<file path="src/rtl/muller_c_seq_ctrl.sv">
// muller_c_seq_ctrl: drives the A/B inputs of a Muller C-element through a
// programmed number of 4-phase handshakes. The element output is sampled
// through a synchronizer, and each handshake is graded on hold behaviour and
// on completion. Pass/fail counts and a sticky abort flag are reported.
module muller_c_seq_ctrl #(
  parameter int CNT_W       = 8,
  parameter int SYNC_STAGES = 2,
  parameter int HOLD_CYC    = 4,
  parameter int TIMEOUT     = 16
) (
  input  logic             clk,
  input  logic             rst_n,
  input  logic             start,
  input  logic [1:0]       mode,
  input  logic [CNT_W-1:0] num_cycles,
  input  logic             c_in,
  output logic             a_out,
  output logic             b_out,
  output logic             busy,
  output logic             done,
  output logic [CNT_W-1:0] pass_cnt,
  output logic [CNT_W-1:0] fail_cnt,
  output logic             err
);

  localparam int TMR_MAX = (HOLD_CYC > TIMEOUT) ? HOLD_CYC : TIMEOUT;
  localparam int TMR_W   = $clog2(TMR_MAX + 1);

  typedef enum logic [2:0] {
    IDLE, LEAD_UP, WAIT_HI, LEAD_DN, WAIT_LO, RECOVER, FIN
  } state_e;

  state_e                 state_q, state_d;
  logic [SYNC_STAGES-1:0] sync_q;
  logic                   c_sync;
  logic [1:0]             mode_q, mode_d;
  logic [CNT_W-1:0]       rem_q, rem_d;
  logic [CNT_W-1:0]       pass_q, pass_d;
  logic [CNT_W-1:0]       fail_q, fail_d;
  logic [TMR_W-1:0]       tmr_q, tmr_d;
  logic                   a_q, a_d, b_q, b_d;
  logic                   busy_q, busy_d, done_q, done_d;
  logic                   err_q, err_d, viol_q, viol_d;
  logic                   sim;
  logic                   complete, hs_fail;

  // Saturating increment for the result counters.
  function automatic logic [CNT_W-1:0] sat_inc(input logic [CNT_W-1:0] v);
    return (&v) ? v : v + CNT_W'(1);
  endfunction

  // {a,b} after the leading edge of the rising phase; its complement gives
  // the inputs after the leading edge of the falling phase.
  function automatic logic [1:0] lead_up(input logic [1:0] m);
    case (m)
      2'b01:   lead_up = 2'b10;
      2'b10:   lead_up = 2'b01;
      default: lead_up = 2'b11;
    endcase
  endfunction

  assign c_sync = sync_q[SYNC_STAGES-1];
  assign sim    = (mode_q == 2'b00) || (mode_q == 2'b11);

  // Synchronizer for the asynchronous C-element output.
  always_ff @(posedge clk or negedge rst_n) begin
    if (!rst_n) sync_q <= '0;
    else        sync_q <= {sync_q[SYNC_STAGES-2:0], c_in};
  end

  // State and result registers.
  always_ff @(posedge clk or negedge rst_n) begin
    if (!rst_n) begin
      state_q <= IDLE;
      mode_q  <= 2'b00;
      rem_q   <= '0;
      pass_q  <= '0;
      fail_q  <= '0;
      tmr_q   <= '0;
      a_q     <= 1'b0;
      b_q     <= 1'b0;
      busy_q  <= 1'b0;
      done_q  <= 1'b0;
      err_q   <= 1'b0;
      viol_q  <= 1'b0;
    end else begin
      state_q <= state_d;
      mode_q  <= mode_d;
      rem_q   <= rem_d;
      pass_q  <= pass_d;
      fail_q  <= fail_d;
      tmr_q   <= tmr_d;
      a_q     <= a_d;
      b_q     <= b_d;
      busy_q  <= busy_d;
      done_q  <= done_d;
      err_q   <= err_d;
      viol_q  <= viol_d;
    end
  end

  // Next-state logic: handshake sequencing, grading and counting.
  always_comb begin
    state_d  = state_q;
    mode_d   = mode_q;
    rem_d    = rem_q;
    pass_d   = pass_q;
    fail_d   = fail_q;
    tmr_d    = tmr_q + TMR_W'(1);
    a_d      = a_q;
    b_d      = b_q;
    busy_d   = busy_q;
    done_d   = 1'b0;
    err_d    = err_q;
    viol_d   = viol_q;
    complete = 1'b0;
    hs_fail  = viol_q;

    case (state_q)
      IDLE: begin
        a_d = 1'b0;
        b_d = 1'b0;
        // A start coinciding with the done pulse belongs to the old run.
        if (start && !done_q) begin
          mode_d = mode;
          rem_d  = num_cycles;
          pass_d = '0;
          fail_d = '0;
          err_d  = 1'b0;
          viol_d = 1'b0;
          busy_d = 1'b1;
          tmr_d  = '0;
          if (num_cycles == '0) begin
            state_d = FIN;
          end else begin
            state_d    = LEAD_UP;
            {a_d, b_d} = lead_up(mode);
          end
        end
      end
      LEAD_UP: begin
        if (sim) begin
          state_d = WAIT_HI;
          tmr_d   = '0;
        end else begin
          if (c_sync) viol_d = 1'b1;
          if (tmr_q == TMR_W'(HOLD_CYC - 1)) begin
            a_d     = 1'b1;
            b_d     = 1'b1;
            state_d = WAIT_HI;
            tmr_d   = '0;
          end
        end
      end
      WAIT_HI: begin
        if (c_sync) begin
          {a_d, b_d} = ~lead_up(mode_q);
          state_d    = LEAD_DN;
          tmr_d      = '0;
        end else if (tmr_q == TMR_W'(TIMEOUT - 1)) begin
          viol_d  = 1'b1;
          a_d     = 1'b0;
          b_d     = 1'b0;
          state_d = RECOVER;
          tmr_d   = '0;
        end
      end
      LEAD_DN: begin
        if (sim) begin
          state_d = WAIT_LO;
          tmr_d   = '0;
        end else begin
          if (!c_sync) viol_d = 1'b1;
          if (tmr_q == TMR_W'(HOLD_CYC - 1)) begin
            a_d     = 1'b0;
            b_d     = 1'b0;
            state_d = WAIT_LO;
            tmr_d   = '0;
          end
        end
      end
      WAIT_LO: begin
        if (!c_sync) begin
          complete = 1'b1;
        end else if (tmr_q == TMR_W'(TIMEOUT - 1)) begin
          viol_d  = 1'b1;
          state_d = RECOVER;
          tmr_d   = '0;
        end
      end
      RECOVER: begin
        a_d = 1'b0;
        b_d = 1'b0;
        if (!c_sync) begin
          complete = 1'b1;
          hs_fail  = 1'b1;
        end else if (tmr_q == TMR_W'(TIMEOUT - 1)) begin
          // Element never returned low: abort the whole run.
          err_d   = 1'b1;
          fail_d  = sat_inc(fail_q);
          state_d = FIN;
        end
      end
      FIN: begin
        a_d     = 1'b0;
        b_d     = 1'b0;
        done_d  = 1'b1;
        busy_d  = 1'b0;
        state_d = IDLE;
      end
      default: state_d = IDLE;
    endcase

    // One count per handshake, then either the next handshake or the end.
    if (complete) begin
      if (hs_fail) fail_d = sat_inc(fail_q);
      else         pass_d = sat_inc(pass_q);
      rem_d = rem_q - CNT_W'(1);
      if (rem_q == CNT_W'(1)) begin
        state_d = FIN;
      end else begin
        state_d    = LEAD_UP;
        {a_d, b_d} = lead_up(mode_q);
        viol_d     = 1'b0;
        tmr_d      = '0;
      end
    end
  end

  assign a_out    = a_q;
  assign b_out    = b_q;
  assign busy     = busy_q;
  assign done     = done_q;
  assign pass_cnt = pass_q;
  assign fail_cnt = fail_q;
  assign err      = err_q;

endmodule

</file>
<file path="config.mk">
export PLATFORM = sky130hd
export DESIGN_NAME = muller_c_seq_ctrl
export DESIGN_NICKNAME = d
export VERILOG_FILES = /design/src/rtl/muller_c_seq_ctrl.sv
export SDC_FILE = /design/constraint.sdc
export NUM_CORES = 1
export LEC_CHECK = 0
export ABC_CLOCK_PERIOD_IN_PS = 2300
export CORE_ASPECT_RATIO = 2
export CORE_MARGIN = 2
export CORE_UTILIZATION = 40
export DETAILED_ROUTE_END_ITERATION = 10
export PLACE_DENSITY = 0.65
export SLEW_MARGIN = 10
export SYNTH_ARGS = -nofsm -noshare
export SYNTH_HDL_FRONTEND = slang
export SYNTH_SLANG_ARGS = --single-unit
</file>
<file path="constraint.sdc">
create_clock -name clk -period 2.3 [get_ports clk]
set_input_delay 0.345 -clock clk [delete_from_list [all_inputs] [get_ports clk]]
set_output_delay 0.345 -clock clk [all_outputs]
set_load 0.01 [all_outputs]
</file>
==> images/floorplan.png <==
Scale bar: 20 um. Pins as bars on the die edge.
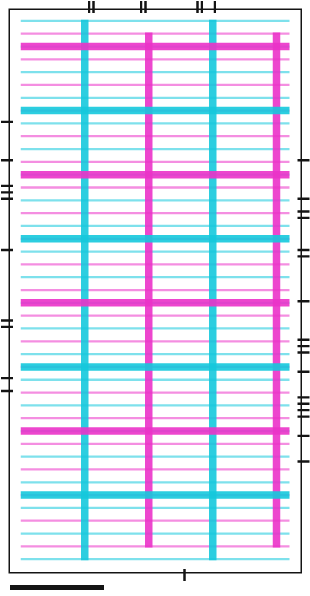
[cyan] VSS
[magenta] VDD
met4 straps: 4
rows: 42
met1 rails: 43
met5 straps: 8
signal pins: 35

==> images/class_map.png <==
Scale bar: 20 um.
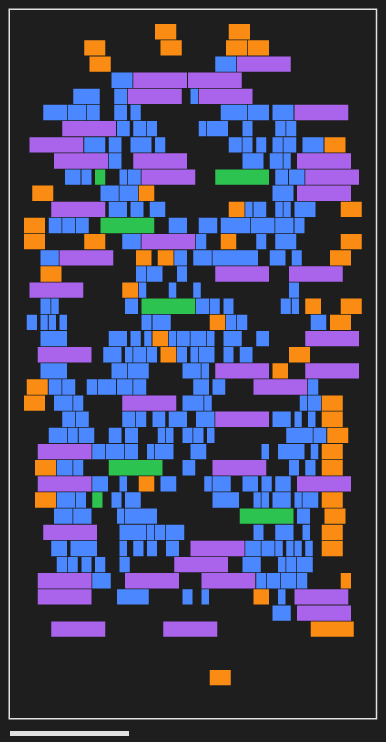
[green] clock drivers and dummy loads | cells: 7
[orange] remaining buffers and delay cells | cells: 48
[purple] registers | cells: 42
[blue] remaining logic cells | cells: 231
FP Rows: 42
post-layout utilization of the core: 0.503
area of the placeable core: 6520 um2
post-route standard cell area excluding fillers: 3280 um2
sequential fraction of total cell area: 0.320

==> images/clock_wires.png <==
Scale bar: 20 um.
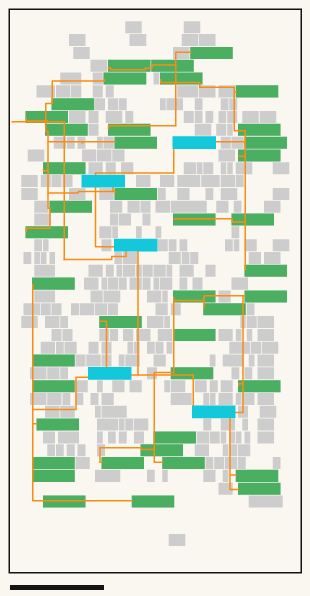
[cyan] clock-net drivers | count: 5
[orange] clock wires | length: 619 um
[green] flip-flops | count: 42
routed clock nets: 6
flops lie: spread over the die

==> writeup.txt <==
For this design the static power due to leakage is 1.33 nW. The clock network power share was 0.200. The flow ran to the end, and the final reports show no timing, DRC or antenna violations. Element type at the critical path start: a register. The switching component of the power was reported as 1.37 mW. After synthesis the cells add up to 2660 um2. The first TritonRoute pass finished after 4 iterations. For the pin with the worst max-slew slack, the measured transition is 598 ps.

After clock tree synthesis, the clock-pin slew on the worst setup and hold paths is 60 ps. With the ratio of final minimum period to clock period at 0.889, the critical path data arrival time is 2240 ps. With the routed length per instance at 15.9 um, the met2 wirelength from detailed routing is 3390 um. The met2 global-route usage is 0.322, and the total wire length after detailed routing is 6600 um. Combinational cells consume a total of 1.49 mW. The Yosys warning count was 0; the final-layout fill cell count was 654.

The number of maximum-capacitance constraint violations came out at 0. The die is 61.6 um wide. STA lists the maximum fanout along the critical path as 9. Post-synth area from yosys stat: 2660 um2.

The total of flip-flops plus latches after synthesis is 42. For the finished layout, the period the worst path requires is 2040 ps. Registers take 1050 um2. The run gives 0.260 for the met1 global-route usage. The run gives 2 for the maximum level of the CTS H-tree. Internal power comes to 2.04 mW. After routing, the total negative slack on setup checks comes to 0 ps. The post-synthesis cell count from yosys was 289. The run gives 3140 um2 as the cell area after placement. The multiplexer area fraction after synthesis works out to 0.0306.

The met3 track utilization from global routing was 0.0326; the floorplan die area was 7350 um2. The proportion of layout cells with a drive suffix above 1 was 0.107; the count of tool warnings was 29. The run gives 5 as the number of buffers created by CTS. Die extent in y: 119 um. The slowest stage of the critical path is the or3_1 cell. The run gives 1.23 mW for the sequential logic power. Hold-check failures listed in the final report amount to 0. Per the cell usage report, the commonest logic cell in the layout is dfrtp_1. Sum of met3 wire segment lengths after detailed routing: 263 um.

After the first detailed-routing iteration, the DRC count stood at 152. Count of buffers inserted at the top-level ports: 34. The power density normalized to cell area is 1040 nW/um2, and the total chip power is 3.40 mW. The path category of the worst min-delay check is in2async.

Recorded from the global router log, the overflow total was 0. Walking the worst path, the cells encountered are ha_1 > nand3_1 > inv_1 > ha_2 > or3_1 > a32oi_1 > nand3_1 > a32oi_1. With the count of library flops with an enable pin at 0, the cell count after placement is 409.
-- final timing paths --
| path | start | end | slack, ps | depth (start not counted) |
|---|---|---|---|---|
| worst max register to register | tmr_q[0]$_DFF_PN0_ | a_out$_DFF_PN0_ | 260 | 8 |
| worst max-delay path | tmr_q[0]$_DFF_PN0_ | a_out$_DFF_PN0_ | 260 | 8 |
| worst min register to register | sync_q[0]$_DFF_PN0_ | sync_q[1]$_DFF_PN0_ | 360 | 0 |
| min in group clk | sync_q[0]$_DFF_PN0_ | sync_q[1]$_DFF_PN0_ | 360 | 0 |
| worst min-delay path | rst_n | rem_q[2]$_DFFE_PN0P_ | 30 | 1 |
| max in group asynchronous | rst_n | sync_q[1]$_DFF_PN0_ | 1760 | 2 |
-- cell type report --
cell class,count,area share
Tap cell,88,0.0336
Timing Repair Buffer,48,0.138
Multi-Input combinational cell,220,0.454
Inverter,11,0.0126
Sequential cell,42,0.320
Clock inverter,2,0.00305
Clock buffer,5,0.0382
-- cell usage after synthesis, drive strengths merged, types with 5 or more instances --
| library cell | count | area, um2 |
|---|---|---|
| nor4 | 5 | 46.3 |
| and3 | 6 | 37.5 |
| ha | 9 | 113 |
| o21ai | 11 | 55.1 |
| clkbuf | 5 | 18.8 |
| inv | 11 | 41.3 |
| nand2 | 24 | 90.1 |
| a21oi | 22 | 114 |
| a31oi | 8 | 50.1 |
| nor3 | 11 | 60.1 |
| nor2 | 13 | 51.3 |
| nand3 | 13 | 65.1 |
| nand2b | 5 | 31.3 |
| mux2i | 7 | 70.1 |
| nor3b | 5 | 42.5 |
| buf | 11 | 60.1 |
| dfrtp | 42 | 1050 |
| and2 | 5 | 31.3 |
-- timing repair --
action | in CTS | in global routing
resized | 0 | 1
endpoints found under the setup margin | 0 | 1
hold endpoints to repair | 0 | 0
No activity file was given, so power comes from the tool's default toggle rates.
